==> run_1/pinout.png <==
Pins as bars across the die edge, other pins in gray.
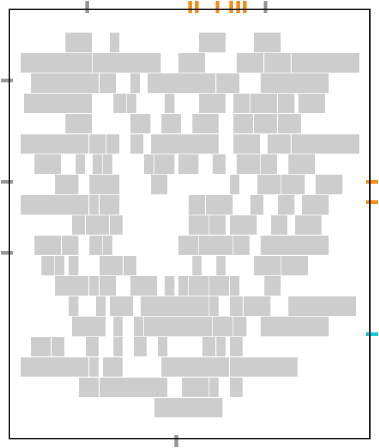
==> run_1/clock_wires.png <==
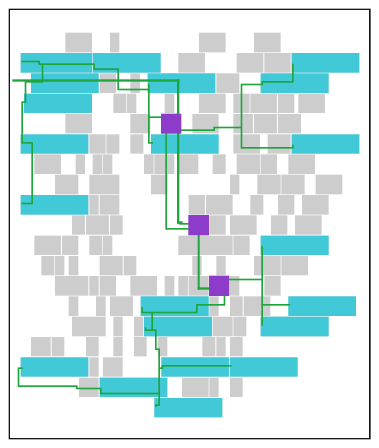
==> run_1/port_trees.png <==
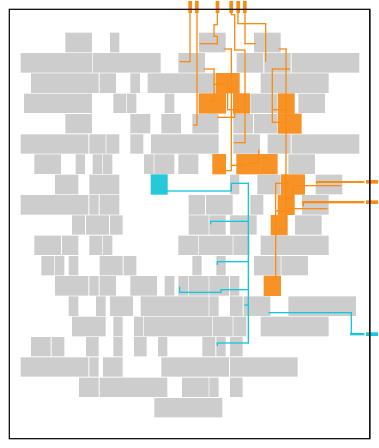
==> run_1/placed.png <==
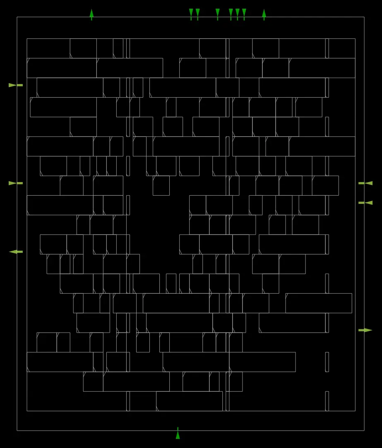
`src/rtl/uart_tx_core_if.sv`:
```
// -----------------------------------------------------------------------------
// uart_tx_core_if
// Byte handshake between a producer and the UART transmitter core.
//   tx_valid_i : producer offers a byte
//   tx_data_i  : byte to send (DATA_W bits)
//   tx_ready_o : transmitter can accept a byte (high only while idle)
// Modports:
//   master : producer side (drives valid/data, observes ready)
//   slave  : transmitter side (observes valid/data, drives ready)
// -----------------------------------------------------------------------------
interface uart_tx_core_if #(
  parameter int DATA_W = 8
) ();
  logic              tx_valid_i;
  logic [DATA_W-1:0] tx_data_i;
  logic              tx_ready_o;

  modport master (
    output tx_valid_i,
    output tx_data_i,
    input  tx_ready_o
  );

  modport slave (
    input  tx_valid_i,
    input  tx_data_i,
    output tx_ready_o
  );
endinterface

```
`src/rtl/uart_tx_core.sv`:
```
// -----------------------------------------------------------------------------
// uart_tx_core
// Serial UART transmitter: start bit, DATA_W data bits LSB first, optional
// parity bit, STOP_BITS stop bits. Every bit lasts CLK_DIV clock cycles.
//
// State table
//   state  | meaning
//   IDLE   | line high, ready for a byte
//   START  | start bit (low)
//   DATA   | data bits, LSB first
//   PARITY | parity bit (only when PARITY_EN=1)
//   STOP   | stop bit(s) (high); done_o on the final cycle
//
// Ports
//   clk_i  : clock, rising edge
//   rst_i  : asynchronous reset, active high
//   tx_if  : byte handshake (slave modport: valid/data in, ready out)
//   tx_o   : registered serial line, idle high
//   busy_o : frame in progress
//   done_o : one-cycle pulse in the last cycle of the final stop bit
// -----------------------------------------------------------------------------
module uart_tx_core #(
  parameter int DATA_W     = 8,
  parameter int CLK_DIV    = 16,
  parameter int PARITY_EN  = 0,
  parameter int PARITY_ODD = 0,
  parameter int STOP_BITS  = 1
) (
  input  logic           clk_i,
  input  logic           rst_i,
  uart_tx_core_if.slave  tx_if,
  output logic           tx_o,
  output logic           busy_o,
  output logic           done_o
);

  if (DATA_W < 5 || DATA_W > 9) begin : g_bad_data_w
    $error("uart_tx_core: DATA_W must be in 5..9");
  end
  if (CLK_DIV < 2) begin : g_bad_clk_div
    $error("uart_tx_core: CLK_DIV must be at least 2");
  end
  if (STOP_BITS != 1 && STOP_BITS != 2) begin : g_bad_stop_bits
    $error("uart_tx_core: STOP_BITS must be 1 or 2");
  end

  localparam int BAUD_W = $clog2(CLK_DIV);
  localparam int BIT_W  = $clog2(DATA_W + 1);

  localparam logic [BAUD_W-1:0] BAUD_LAST = BAUD_W'(CLK_DIV - 1);
  localparam logic [BIT_W-1:0]  DATA_LAST = BIT_W'(DATA_W - 1);
  localparam logic [BIT_W-1:0]  STOP_LAST = BIT_W'(STOP_BITS - 1);
  localparam logic              PAR_USE   = (PARITY_EN != 0);
  localparam logic              PAR_INV   = (PARITY_ODD != 0);

  typedef enum logic [2:0] {
    IDLE   = 3'd0,
    START  = 3'd1,
    DATA   = 3'd2,
    PARITY = 3'd3,
    STOP   = 3'd4
  } state_t;

  state_t              state_q, state_d;
  logic [BAUD_W-1:0]   baud_q, baud_d;
  logic [BIT_W-1:0]    bit_q, bit_d;
  logic [DATA_W-1:0]   shift_q, shift_d;
  logic                par_q, par_d;
  logic                tx_q, tx_d;
  logic                done_d;
  logic                baud_wrap;

  assign baud_wrap = (baud_q == BAUD_LAST);

  always_ff @(posedge clk_i or posedge rst_i) begin
    if (rst_i) begin
      state_q <= IDLE;
      baud_q  <= '0;
      bit_q   <= '0;
      shift_q <= '0;
      par_q   <= 1'b0;
      tx_q    <= 1'b1;
    end else begin
      state_q <= state_d;
      baud_q  <= baud_d;
      bit_q   <= bit_d;
      shift_q <= shift_d;
      par_q   <= par_d;
      tx_q    <= tx_d;
    end
  end

  // Next-state logic. bit_q counts data bits in DATA and stop bits in STOP.
  always_comb begin
    state_d = state_q;
    baud_d  = baud_q;
    bit_d   = bit_q;
    shift_d = shift_q;
    par_d   = par_q;
    done_d  = 1'b0;

    if (state_q != IDLE) begin
      baud_d = baud_wrap ? '0 : baud_q + 1'b1;
    end

    unique case (state_q)
      IDLE: begin
        if (tx_if.tx_valid_i) begin
          state_d = START;
          baud_d  = '0;
          bit_d   = '0;
          shift_d = tx_if.tx_data_i;
          // Same value as the XOR of the latched shift register.
          par_d   = (^tx_if.tx_data_i) ^ PAR_INV;
        end
      end
      START: begin
        if (baud_wrap) begin
          state_d = DATA;
          bit_d   = '0;
        end
      end
      DATA: begin
        if (baud_wrap) begin
          shift_d = shift_q >> 1;
          if (bit_q == DATA_LAST) begin
            bit_d   = '0;
            state_d = PAR_USE ? PARITY : STOP;
          end else begin
            bit_d = bit_q + 1'b1;
          end
        end
      end
      PARITY: begin
        if (baud_wrap) begin
          state_d = STOP;
          bit_d   = '0;
        end
      end
      STOP: begin
        if (baud_wrap) begin
          if (bit_q == STOP_LAST) begin
            state_d = IDLE;
            bit_d   = '0;
            done_d  = 1'b1;
          end else begin
            bit_d = bit_q + 1'b1;
          end
        end
      end
      default: state_d = IDLE;
    endcase
  end

  // Line value for the next cycle, derived from the next state so that tx_o
  // can come straight from a flop.
  always_comb begin
    tx_d = 1'b1;
    unique case (state_d)
      IDLE:    tx_d = 1'b1;
      START:   tx_d = 1'b0;
      DATA:    tx_d = shift_d[0];
      PARITY:  tx_d = par_d;
      STOP:    tx_d = 1'b1;
      default: tx_d = 1'b1;
    endcase
  end

  assign tx_o             = tx_q;
  assign tx_if.tx_ready_o = (state_q == IDLE);
  assign busy_o           = (state_q != IDLE);
  // Decoded from registers only; reset forces STOP-state terms low.
  assign done_o           = done_d;

endmodule
```
`src/flat_wrapper.sv`:
```
// flat-port wrapper written by rule: the top's interface ports become plain ports
module uart_tx_core_flat 
#(
  parameter int DATA_W     = 8,
  parameter int CLK_DIV    = 16,
  parameter int PARITY_EN  = 0,
  parameter int PARITY_ODD = 0,
  parameter int STOP_BITS  = 1
)
  (clk_i, rst_i, tx_o, busy_o, done_o, tx_if_tx_valid_i, tx_if_tx_data_i, tx_if_tx_ready_o);
  uart_tx_core_if #(.DATA_W(DATA_W)) tx_if_i ();
  input  logic clk_i;
  input  logic rst_i;
  output logic tx_o;
  output logic busy_o;
  output logic done_o;
  input wire logic [$bits(tx_if_i.tx_valid_i)-1:0] tx_if_tx_valid_i;
  input wire logic [$bits(tx_if_i.tx_data_i)-1:0] tx_if_tx_data_i;
  output wire logic [$bits(tx_if_i.tx_ready_o)-1:0] tx_if_tx_ready_o;
  assign tx_if_i.tx_valid_i = tx_if_tx_valid_i;
  assign tx_if_i.tx_data_i = tx_if_tx_data_i;
  assign tx_if_tx_ready_o = tx_if_i.tx_ready_o;
  uart_tx_core #(.DATA_W(DATA_W), .CLK_DIV(CLK_DIV), .PARITY_EN(PARITY_EN), .PARITY_ODD(PARITY_ODD), .STOP_BITS(STOP_BITS)) u_core (.clk_i(clk_i), .rst_i(rst_i), .tx_if(tx_if_i), .tx_o(tx_o), .busy_o(busy_o), .done_o(done_o));
endmodule
```
`config.mk`:
```
export PLATFORM = sky130hd
export DESIGN_NAME = uart_tx_core_flat
export DESIGN_NICKNAME = d
export VERILOG_FILES = /design/src/rtl/uart_tx_core_if.sv /design/src/rtl/uart_tx_core.sv /design/src/flat_wrapper.sv
export SDC_FILE = /design/constraint.sdc
export NUM_CORES = 1
export LEC_CHECK = 0
export CAP_MARGIN = 5
export CORE_ASPECT_RATIO = 1.2
export CORE_UTILIZATION = 45
export DETAILED_ROUTE_END_ITERATION = 8
export PLACE_DENSITY_LB_ADDON = 0.05
export SYNTH_ARGS = -nofsm -noshare
export SYNTH_HDL_FRONTEND = slang
export SYNTH_SLANG_ARGS = --single-unit
```
`constraint.sdc`:
```
create_clock -name clk_i -period 2.5 [get_ports clk_i]
set_clock_uncertainty 0.05 [all_clocks]
set_input_delay 0.375 -clock clk_i [delete_from_list [all_inputs] [get_ports clk_i]]
set_output_delay 0.375 -clock clk_i [all_outputs]
set_load 0.01 [all_outputs]
```
==> job_summary.md, run 1 <==
## PnR job results

| Metric | Value |
|---|---|
| Status | `complete, no violations` |
| Ys cells | `roughly 120` |
| Placer Congestion | `0.815` |
| Clock Latency Late Sink | `about 0.3 ns` |
| Iter 0 DRT Violations | `26` |
| Post-synth seq share | `between 40% and 50%` |
| Cells after Synth | `120` |
| Wire length per cell | `14.2 um` |
| Number of library cell types mapped by synthesis | `36` |
| Min cycle time layout | `approximately 2.4 ns` |
| Starting density of the core | `just under 50%` |
| Setup Viol. Count Final | `0` |
| Worst Path Arrival | `1.94 ns` |
| RSZ-0062 raised after global routing | `no` |
| Fraction of registers with async set/reset | `100%` |
| Hpwl dp | `1770 um` |
| Vias in the first global route | `910` |
| Maxcap violations | `0` |
| Commonest Layout Cell | `dfrtp_1` |
| Syn_nets | `134` |
| CP max-delay cell | `or3_1` |
| Worst Setup End Kind | `output port` |
| Critical path, cell by cell | `or3_1 > inv_2 > clkdlybuf4s50_1` |
| Synthesis area per yosys | `0.00115 sq mm` |
| CTS tree | `done` |
| Synth Warn # | `0` |
| Top_reg_cell synth | `dfrtp_1` |
| DR DRC count | `0` |
| Crit path DRT | `2.08 ns` |
| H-Tree Depth | `1` |
| Mean Syn Cell Area | `between 9 and 10 sq um` |
| Final Hold Vio Count | `0` |
| Die area | `0.00277 sq mm` |
| CTS Sinks | `21` |
| Grt ovf | `0` |
| Psw | `0.000122 W` |
| Flop pwr share | `approximately three fifths` |
| Most instantiated logic cells after routing | `20 x dfrtp_1, 14 x nand2_1, 14 x clkdlybuf4s50_1` |
| NumNets Final | `151` |
| Setup WS post-layout | `0.135 ns` |
| CP Buf/Inv Count | `2` |
| Critical path peak fanout | `10` |
| TritonRoute pass-1 iters | `4` |
| # diodes | `0` |
| Slew Viols, Final | `0` |
| Setup bufs post-CTS | `0` |
| Top cell family by delay on the critical path | `buffers and inverters` |
| Total power | `0.000551 W` |
| Setup tns final | `0 ns` |
| Post-Syn Area | `0.00115 sq mm` |
| Share of cells above drive strength 1 | `9.56%` |
| Setup CP Type | `reg2out` |
| Ranking of synthesized cells by area | `dfrtp_1 43%, xnor2_1 5.3%, a221o_1 5.2%` |
| Area share of the largest cell type after synthesis | `between 40% and 50%` |
| Max-slew headroom | `47.7%` |
| Pre-CTS WS | `roughly 0.43 ns` |
| Pwr Density | `408 mW/mm^2` |
| Synth area leader | `dfrtp_1` |
| OpenROAD warnings | `27` |
| Post-synth regs | `21` |
Notes on pinout.png above:
port	color	pins	direction	edge
`tx_if_tx_data_i`	orange	8	input	6 top, 2 right
`busy_o`	cyan	1	output	right
port bufs: 14
Die H: 57.4 um

Notes on clock_wires.png above:
[clock wires] green | length: 245 um
[flip-flops] cyan | count: 21
[clock-net drivers] purple | count: 3
routed clock nets	4
flops lie	widely spread
Clk. pwr: 0.000161 W
clock group share of total power: 29.2%

Notes on port_trees.png above:
port	color	bits	direction	edge	end cells	buffers	wire
`tx_if_tx_data_i`	orange	8	input	6 top, 2 right	12	8	195 um
`busy_o`	cyan	1	output	right	1	1	74.1 um
boundary pin count: 15

Notes on placed.png above:
FP Rows: 19
Filler Cell Count: 216
core area: 0.00235 sq mm

[run 1: cells in the mapped netlist (3+ instances only)]
library cell   n
xnor2_1        7
inv_1          4
nor3_1         3
dfrtp_1       20
ha_1           3
o21ai_0        8
and3_1         8
nand3_1        4
nand2_1       14
a21oi_1        4
nor2_1         8
a221o_1        6
[run 1: layer usage]
metal  global-route usage (%)  routed length [um]
met4                     7.14                  27
met1                     23.7                1090
met2                     32.0                1210
met5                        0                   0
met3                     2.85                  46
[run 1: per-stage QoR]
stage / area, sq um / hold WS [ns]
6_report: 1350 / 0.457
5_1_grt: 1350 / 0.497
4_1_cts: 1350 / 0.458
3_5_place_dp: 1320 / 0.432
3_3_place_gp: 1320 / 0.424
2_1_floorplan: 1150 / 0.301
[run 1: cell families (layout without fill, tap and decap cells)]
group / Yosys count / count (layout) / synth area share (%)
compound gates: 30 / 30 / 18.9
xor+xnor: 7 / 7 / 5.33
fa+ha+maj: 3 / 3 / 3.26
buf+inv: 10 / 26 / 4.02
flops: 21 / 21 / 45.8
mux: 2 / 2 / 1.74
simple gates: 47 / 47 / 21.0
[run 1: final cells by class]
type	count	area (sq um)	share of cell area, %
tap	31	38.8	2.87
multi-input combinational	89	583	43.1
sequential	21	527	38.9
inverter	6	22.5	1.67
clock buffer	4	26.3	1.94
timing repair buffer	16	155	11.5
[run 1: power groups by stage]
stage / Clock, W / Combinational, W / Sequential (W)
final: 0.000161 / 0.0000507 / 0.000340
after global routing: 0.000180 / 0.0000555 / 0.000340
after CTS: 0.000166 / 0.0000516 / 0.000340
after detailed placement: 0 / 0.0000512 / 0.000346
after global placement: 0 / 0.0000508 / 0.000346
after floorplan: 0 / 0.0000253 / 0.000346
[run 1: worst paths after layout]
check / start / slack (ns) / cells after the start / to
worst max-delay path: u_core.state_q[2] / 0.13 / 3 / tx_if_tx_ready_o
worst min-delay path: rst_i / 0.46 / 2 / u_core.bit_q[3]
worst max register to register: u_core.baud_q[0] / 0.45 / 6 / u_core.bit_q[3]
worst min register to register: u_core.par_q / 0.46 / 2 / u_core.par_q
max in group asynchronous: rst_i / 1.46 / 2 / u_core.shift_q[5]
min in group clk_i: u_core.par_q / 0.46 / 2 / u_core.par_q
[run 1: state kept, by name, indices dropped and copies added (netlist names)]
name / cells
u_core.shift_q: 8
u_core.par_q: 1
u_core.state_q: 3
u_core.baud_q: 4
u_core.tx_o: 1
u_core.bit_q: 4
==> run_1/layers.png <==
The bar under the picture is 10 um long.
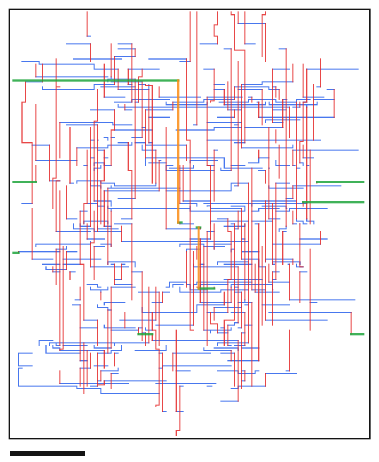

==> run 2, diff against run 1 <==
Settings changed: CORE_UTILIZATION 45 to 25, CTS_CLUSTER_SIZE set to 30.
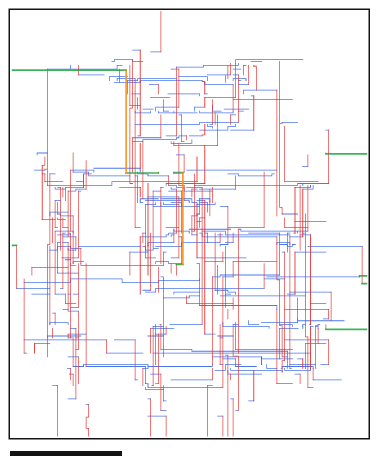
(run_2/layers.png)
The bar under the picture is 20 um long.
layer	color	wire length
M3	green	45.8 um
M4	orange	34.7 um
M1	blue	1270 um
M2	red	1370 um

==> job_summary.md, run 2 <==
## PnR job results

| Metric | Value |
|---|---|
| Status | `complete, no violations` |
| Synthesis area per yosys | `0.00115 sq mm (unchanged)` |
| Setup Viol. Count Final | `0 (unchanged)` |
| Wire length per cell | `14.0 um (-1.2%)` |
| Min cycle time layout | `2.29 ns (-0.0718 ns)` |
| Vias in the first global route | `951 (+4.5%)` |
| Number of library cell types mapped by synthesis | `36 (unchanged)` |
| FP Rows | `26 (+7)` |
| NumNets Final | `153 (+1.3%)` |
| Worst Path Arrival | `1.87 ns (-0.07 ns)` |
| Grt ovf | `0 (unchanged)` |
| Placer Congestion | `0.676 (-17%)` |
| Boundary pin count | `15 (unchanged)` |
| Largest reg by FF count | `u_core.shift_q` |
| Count leader, synth | `dfrtp_1` |
| Post-synth seq share | `45.8% (unchanged)` |
| Setup bufs post-CTS | `0 (unchanged)` |
| Setup tns final | `0 ns (unchanged)` |
| # diodes | `0 (unchanged)` |
| Cells after Synth | `120 (unchanged)` |
| Pwr Density | `436 mW/mm^2 (+7.1%)` |
| Die area | `0.00488 sq mm (+77%)` |
| Ys cells | `120 (unchanged)` |
| Most instantiated logic cells after routing | `20 x dfrtp_1, 14 x nand2_1, 14 x clkdlybuf4s50_1` |
| Top_reg_cell synth | `dfrtp_1` |
| Port bufs | `14 (unchanged)` |
| Critical path peak fanout | `10 (unchanged)` |
| TritonRoute pass-1 iters | `4 (unchanged)` |
| CTS Sinks | `21 (unchanged)` |
| Area share of the largest cell type after synthesis | `43.5% (unchanged)` |
| Post-route cell area | `0.00141 sq mm (+4.4%)` |
| Fraction of registers with async set/reset | `100% (unchanged)` |
| Syn_nets | `134 (unchanged)` |
| Hpwl dp | `2010 um (+14%)` |
| CTS tree | `done` |
| Core area | `0.00433 sq mm (+84%)` |
| Max reg flops | `8 (unchanged)` |
| Share of cells above drive strength 1 | `10.1% (+0.59 points)` |
| Final Hold Vio Count | `0 (unchanged)` |
| DR DRC count | `0 (unchanged)` |
| Synth area leader | `dfrtp_1` |
| Synth top cells by count | `20 x dfrtp_1, 14 x nand2_1, 8 x and3_1, 8 x nor2_1, 8 x o21ai_0` |
| Worst Setup End Kind | `output port` |
## run 2: cell types whose count changed in the layout (fill, tap and decap cells not counted)
cell	change
nand3_1	+1
nand3_2	-1
clkbuf_4	-3
clkbuf_8	+3
buf_4	+2
## run 2: power by group
group	switching [W]	total, W	internal, W	leakage (nW)
clock	0.000112	0.000226	0.000114	0.0228
sequential	0	0.000339	0.000339	0.275
combinational	0.0000227	0.0000514	0.0000286	0.363
## run 2: critical path, stage by stage, from the launching register on
cell             delay [ns]
dfrtp_1                0.47
or3_1                  0.51
inv_2                  0.10
clkdlybuf4s50_1        0.53
## run 2: routing by layer
metal  GRT usage, %  vias up  part of all wire (%)
met5              0        -                     0
met3           1.35        4                   1.7
met1           16.2      466                    47
li1               -      467                     -
met4           4.09        0                   1.3
met2           20.4        8                    50
## run 2: worst paths after layout
| kind | startpoint | end | slack [ns] | cells past startpoint |
|---|---|---|---|---|
| max in group asynchronous | rst_i | u_core.tx_o | 1.71 | 3 |
| hold reg to reg | u_core.baud_q[3] | u_core.baud_q[3] | 0.46 | 1 |
| min in group clk_i | u_core.baud_q[3] | u_core.baud_q[3] | 0.46 | 1 |
| setup / recovery | u_core.state_q[2] | tx_if_tx_ready_o | 0.21 | 3 |
| setup reg to reg | u_core.baud_q[0] | u_core.shift_q[1] | 0.46 | 6 |
| hold / removal | rst_i | u_core.baud_q[1] | 0.40 | 3 |
## run 2: cell type report
class                      count  area [sq um]
clock buffer                   4          45.0
fill                         466          2910
inverter                       6          22.5
multi-input combinational     89           578
sequential                    21           527
tap                           56          70.1
timing repair buffer          18           170
## run 2: cell families after synthesis
kind of cell / Yosys count / share of synthesized area [%]
mux: 2 / 1.74
flops: 21 / 45.8
compound gates: 30 / 18.9
fa+ha+maj: 3 / 3.26
xor+xnor: 7 / 5.33
simple gates: 47 / 21.0
buf+inv: 10 / 4.02
## run 2: through the flow
step	hold WS [ns]	total power (W)	setup slack [ns]	cells
after detailed placement	0.445	0.000398	0.438	190
after global placement	0.425	0.000399	0.507	190
after floorplan	0.301	0.000371	0.673	120
final	0.399	0.000617	0.207	194
after CTS	0.413	0.000628	0.182	194
after global routing	0.420	0.000643	0.0420	194
Power is estimated from default activity; no workload was simulated.
